--- config.mk ---
export PLATFORM = sky130hd
export DESIGN_NAME = uart_tx_fifo
export DESIGN_NICKNAME = d
export VERILOG_FILES = /design/src/rtl/uart_tx_fifo.sv
export SDC_FILE = /design/constraint.sdc
export NUM_CORES = 1
export LEC_CHECK = 0
export CORE_MARGIN = 4
export CORE_UTILIZATION = 50
export DETAILED_ROUTE_END_ITERATION = 10
export PLACE_DENSITY = 0.8
export SYNTH_ARGS = -nofsm -noshare
export SYNTH_HDL_FRONTEND = slang
export SYNTH_SLANG_ARGS = --single-unit
--- constraint.sdc ---
create_clock -name clk -period 3.1 [get_ports clk]
set_clock_uncertainty 0.2 [all_clocks]
set_input_delay 0.31 -clock clk [delete_from_list [all_inputs] [get_ports clk]]
set_output_delay 0.31 -clock clk [all_outputs]
set_load 0.02 [all_outputs]
--- src/rtl/uart_tx_fifo.sv ---
// uart_tx_fifo
// Transmit-side byte buffer that feeds a UART transmitter. User logic
// enqueues bytes into a circular FIFO at any rate. A small drain FSM hands
// them one at a time to the transmitter, paced by tx_busy. An attempted
// write into a full FIFO is flagged by a sticky overflow bit.

module uart_tx_fifo #(
  parameter int DATA_W  = 8,   // byte width, matches the UART data width
  parameter int DEPTH   = 16,  // FIFO entries, power of two, >= 2
  parameter int ADDR_W  = 4,   // log2(DEPTH)
  parameter int BUSY_TO = 32   // cycles to wait for tx_busy after a load
) (
  input  logic              clk,
  input  logic              rst,        // asynchronous, active low
  input  logic              wr_en,
  input  logic [DATA_W-1:0] wr_data,
  input  logic              clr_ovf,
  input  logic              tx_busy,
  output logic [DATA_W-1:0] datain_ext,
  output logic              new_in,
  output logic              full,
  output logic              empty,
  output logic [ADDR_W:0]   count,
  output logic              overflow
);

  typedef enum logic [1:0] {
    IDLE      = 2'd0,  // waiting for a byte and an idle transmitter
    WAIT_BUSY = 2'd1,  // load issued, waiting for tx_busy to rise
    WAIT_DONE = 2'd2   // frame in progress, waiting for tx_busy to fall
  } state_t;

  // Wide enough to hold BUSY_TO-1 for any BUSY_TO >= 1.
  localparam int              TO_W    = $clog2(BUSY_TO + 1);
  localparam logic [TO_W-1:0] TO_LAST = TO_W'(BUSY_TO - 1);
  localparam logic [ADDR_W:0] CNT_MAX = (ADDR_W + 1)'(DEPTH);

  logic [DATA_W-1:0] mem [DEPTH];
  logic [ADDR_W-1:0] wr_ptr;
  logic [ADDR_W-1:0] rd_ptr;
  logic [ADDR_W:0]   count_q;
  logic [TO_W-1:0]   to_cnt;
  state_t            state;
  state_t            state_nxt;
  logic              wr_acc;
  logic              pop;

  // Status flags are plain decodes of the registered occupancy, so they
  // reflect the count as of the last edge and never see same-cycle traffic.
  assign full   = (count_q == CNT_MAX);
  assign empty  = (count_q == '0);
  assign count  = count_q;

  // A write into a full FIFO is refused even if a pop happens in the same
  // cycle; this keeps the full decision purely registered.
  assign wr_acc = wr_en && !full;

  // Drain FSM next-state logic; pop is the one-cycle load decision.
  always_comb begin
    // NOTE: every signal written here gets a default first, otherwise any
    // path that skips an assignment would infer a latch.
    state_nxt = state;
    pop       = 1'b0;
    unique case (state)
      IDLE: begin
        if (!empty && !tx_busy) begin
          pop       = 1'b1;
          state_nxt = WAIT_BUSY;
        end
      end
      WAIT_BUSY: begin
        if (tx_busy) begin
          state_nxt = WAIT_DONE;
        end else if (to_cnt == TO_LAST) begin
          // No response from the transmitter: treat the byte as sent.
          state_nxt = IDLE;
        end
      end
      WAIT_DONE: begin
        if (!tx_busy) begin
          state_nxt = IDLE;
        end
      end
      default: state_nxt = IDLE;
    endcase
  end

  // Drain FSM state register.
  always_ff @(posedge clk or negedge rst) begin
    // NOTE: sequential state is assigned with <= only, so every flop samples
    // the pre-edge values of its inputs regardless of block ordering.
    if (!rst) begin
      state <= IDLE;
    end else begin
      state <= state_nxt;
    end
  end

  // Handshake timeout counter: counts cycles spent in WAIT_BUSY only.
  always_ff @(posedge clk or negedge rst) begin
    if (!rst) begin
      to_cnt <= '0;
    end else if (state == WAIT_BUSY && state_nxt == WAIT_BUSY) begin
      to_cnt <= to_cnt + 1'b1;
    end else begin
      to_cnt <= '0;
    end
  end

  // Storage array write port.
  always_ff @(posedge clk) begin
    // NOTE: the array is deliberately left out of reset; the pointers and
    // count make stale entries unreachable, and a resettable array would
    // cost a reset net on every storage bit.
    if (wr_acc) begin
      mem[wr_ptr] <= wr_data;
    end
  end

  // Pointers and occupancy; a simultaneous write and pop leave count alone.
  always_ff @(posedge clk or negedge rst) begin
    if (!rst) begin
      wr_ptr  <= '0;
      rd_ptr  <= '0;
      count_q <= '0;
    end else begin
      if (wr_acc) begin
        wr_ptr <= wr_ptr + 1'b1;
      end
      if (pop) begin
        rd_ptr <= rd_ptr + 1'b1;
      end
      unique case ({wr_acc, pop})
        2'b10:   count_q <= count_q + 1'b1;
        2'b01:   count_q <= count_q - 1'b1;
        default: count_q <= count_q;
      endcase
    end
  end

  // Transmitter load port: byte register plus single-cycle strobe.
  always_ff @(posedge clk or negedge rst) begin
    if (!rst) begin
      datain_ext <= '0;
      new_in     <= 1'b0;
    end else begin
      new_in <= pop;
      if (pop) begin
        datain_ext <= mem[rd_ptr];
      end
    end
  end

  // Sticky overflow flag; a new overflow wins over a same-cycle clear.
  always_ff @(posedge clk or negedge rst) begin
    if (!rst) begin
      overflow <= 1'b0;
    end else if (wr_en && full) begin
      overflow <= 1'b1;
    end else if (clr_ovf) begin
      overflow <= 1'b0;
    end
  end

endmodule

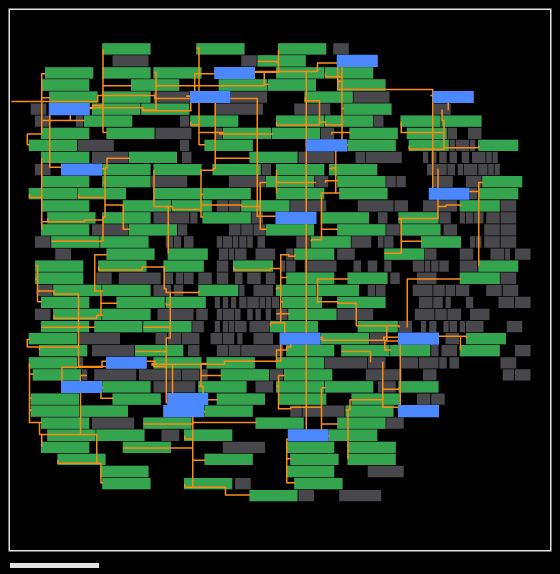
Figure 1: clock wires, drivers and flops.
Scale bar: 20 um.
- green: flip-flops (count 159)
- blue: cells driving clock nets (count 17)
- orange: clock wires (length 1,640 um)
- routed clock nets: 18

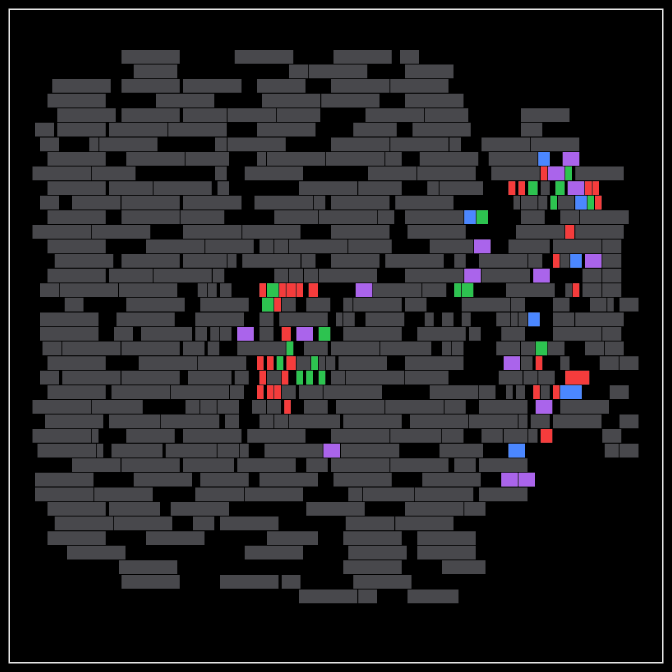
Figure 2: gate families picked out.
- purple: XOR/XNOR gates (cells 15)
- red: NOR gates (cells 30)
- green: NAND gates (cells 18)
- blue: AND and OR gates (cells 7)

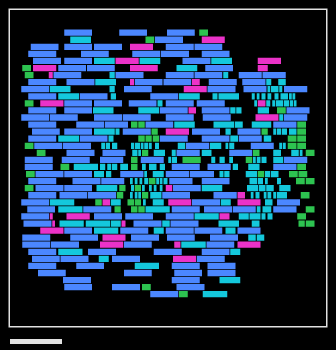
Figure 3: cell classes on the final placement.
Scale bar: 20 um.
- green: other buffers and delay cells (cells 55)
- cyan: all other logic (cells 173)
- blue: flip-flops (cells 159)
- magenta: clock drivers and dummy loads (cells 32)

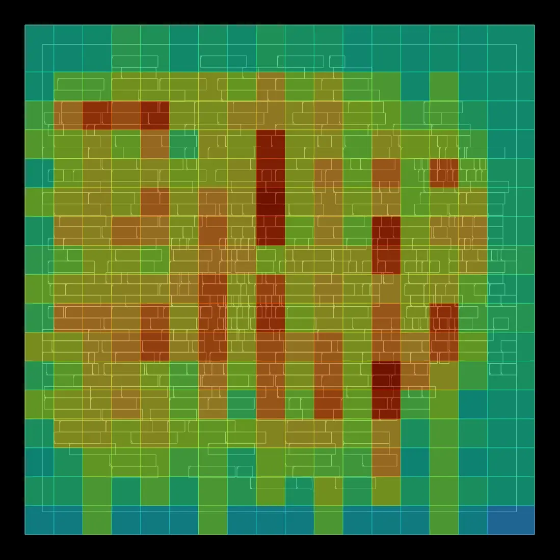
Figure 4: track usage over the die.
busiest grt layer: met2
GR Util met2: 29.4%
Routed WL per cell: 19.7 um
met3 GRT Util: 4.97%

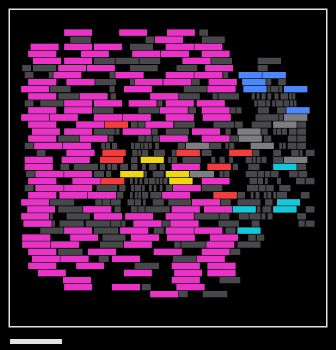
Figure 5: sequential cells grouped by signal name.
Scale bar: 20 um. Other sequential cells in the stronger gray, the rest of the logic in the fainter gray.
- yellow: `wr_ptr` (placed flops 4; where center)
- red: `datain_ext` (placed flops 8; where center)
- magenta: `mem` (placed flops 128)
- cyan: `count` (placed flops 5)
- blue: `to_cnt` (placed flops 6; where upper right)
- not colored: 8

==> metrics.cfg <==
[layout]
ff_count=159
regMostFlops=mem
inv_count=7
area_growth_pct=17.9
diodes=0
largest_reg_flops=128
layout.clock.cell_area_share_pct=7.35
fin_util_pct=60.3
largest_class=registers
comb_cells=166
layout-drive-gt1-share_pct=22.2
reg_top3=mem: 128 flops, datain_ext: 8 flops, to_cnt: 6 flops
seq_area_share_pct=60.7
final_cell_mix=128 x edfxtp_1, 30 x dfrtp_1, 29 x clkdlybuf4s50_1
fill_cells=932
comb_area_um2=1690

[yosys]
synth_area_um2=6450
yosys_cells=351
yosys.cell_types.count=43
syn_inst=351
ys_chip_area_um2=6450
numSynthFlops=159
synth.avg_cell_area_um2=18.4
fp_nets=374

[drt]
drc=0
drt_iter0_markers=242
dr.pass1.iters=4
vias_per_cell=5.55

[pwr]
power_density_nw_per_um2=914
sw_frac_of_total_pct=31.1
power_frac_clock_pct=28.2
intPower_uw=4790
combPwrFrac_pct=28.8
leakagePower_uw=0.00267
peakVddDrop_mv=0.605

[clock_tree]
clk_latency_ns=0.42
ctsHoldBuffers=0
root_buffer=clkbuf_16
numCtsBuffers=17
cts_num_sinks=159
clk_pin_slew_ns=0.06

[run_status]
status=finished, final reports clean

[die]
die_width_um=122
fp-utilization_pct=51.1
die_height_um=122
nWellTaps=172
chipArea_um2=14800

[timing]
tns_ns=0
slew_headroom_pct=57.9
rsz0062_at_grt=no
slew_violations=0
post-route-period-util_pct=91.5
hold_viol_final=0
fmax_mhz=353

[worst_hold_path]
hold_class=input port to async pin

[place]
gp_congestion=0.855

[global_routing]
grt_pass1_wl_um=18700
grt_antenna_before_repair=0

[setup_path]
startpoint_type=register
crit_slowest_cell=clkdlybuf4s50_1
cp_cell_sequence=or4_4 > nor2_1 > clkdlybuf4s50_1
crit_family=simple AND/OR/NAND/NOR gates
critPathKind=register to output pin
max_stage_delay_ns=0.63

[job]
drv_cap=0
warnings=30

==> worst register-to-register path: stages (launching register included) <==
cell and delay, ns:
dfrtp_1 0.50, nor4_2 0.46, a21oi_2 0.12, ha_1 0.22, buf_4 0.17, ha_1 0.33, o211a_1 0.14, o31ai_1 0.20
a31oi_1 0.09, xnor2_1 0.14
==> path summary, 6_finish.rpt <==
kind,endpoint,from,slack (ns),cells past startpoint
worst min register to register,to_cnt[0],to_cnt[0],0.26,1
worst max-delay path,full,count[1],0.26,3
max in group asynchronous,rd_ptr[1],rst,2.30,2
worst max register to register,count[4],count[1],0.41,9
worst min-delay path,count[3],rst,0.09,2
min in group clk,to_cnt[0],to_cnt[0],0.26,1
==> per-stage QoR <==
step,setup slack (ns),std cells,power (uW)
after floorplan,0.174,351,4410
after global placement,0.382,559,4960
after detailed placement,0.279,559,5040
after CTS,0.248,591,7020
after global routing,0.176,591,7320
final,0.265,591,6950
==> per-layer routing <==
layer | vias to the layer above | GRT usage, % | wire length [um]
met5 | - | 0 | 0
met4 | 0 | 6.02 | 172
met3 | 13 | 4.97 | 710
met2 | 81 | 29.4 | 5910
met1 | 1676 | 21.9 | 4840
li1 | 1511 | - | -
==> power by group through the flow <==
stage	Combinational, uW	Sequential, uW	Clock, uW
after CTS	2030	2990	2000
after floorplan	1480	2940	0
after detailed placement	2020	3030	0
after global routing	2190	3030	2100
after global placement	1960	3000	0
final	2010	2990	1960
==> synthesized netlist by cell type, drive strengths merged <==
| cell type | instances | area [um2] |
|---|---|---|
| a21boi | 1 | 11.3 |
| a21oi | 13 | 65.1 |
| a22o | 1 | 8.76 |
| a311oi | 1 | 8.76 |
| a31oi | 1 | 6.26 |
| a32oi | 1 | 8.76 |
| and2 | 2 | 12.5 |
| and3b | 1 | 8.76 |
| buf | 14 | 101 |
| clkbuf | 5 | 18.8 |
| dfrtp | 31 | 776 |
| edfxtp | 128 | 3840 |
| ha | 10 | 125 |
| inv | 7 | 26.3 |
| mux2 | 10 | 113 |
| mux4 | 32 | 766 |
| nand2 | 10 | 37.5 |
| nand2b | 4 | 25.0 |
| nand3 | 2 | 10.0 |
| nand4 | 2 | 12.5 |
| nor2 | 23 | 86.3 |
| nor2b | 1 | 6.26 |
| nor3 | 5 | 25.0 |
| nor4 | 1 | 12.5 |
| o211a | 1 | 10.0 |
| o211ai | 1 | 21.3 |
| o21ai | 6 | 30.0 |
| o22ai | 16 | 100 |
| o311ai | 1 | 8.76 |
| o31ai | 1 | 7.51 |
| or2 | 1 | 6.26 |
| or3 | 2 | 12.5 |
| or4 | 1 | 11.3 |
| xnor2 | 8 | 70.1 |
| xor2 | 7 | 61.3 |
==> logic make-up (layout without fill, tap and decap cells) <==
kind of cell / Yosys count / in the layout / synth area share, %
DFF: 159 / 159 / 71.6
AOI/OAI and AO/OA: 44 / 44 / 4.44
xor gates and xnor gates: 15 / 15 / 2.04
adders and majority gates: 10 / 10 / 1.94
and+or+nand+nor: 55 / 55 / 4.13
muxes: 42 / 42 / 13.6
buffers and inverters: 26 / 94 / 2.27
Power and IR drop assume default switching activity.
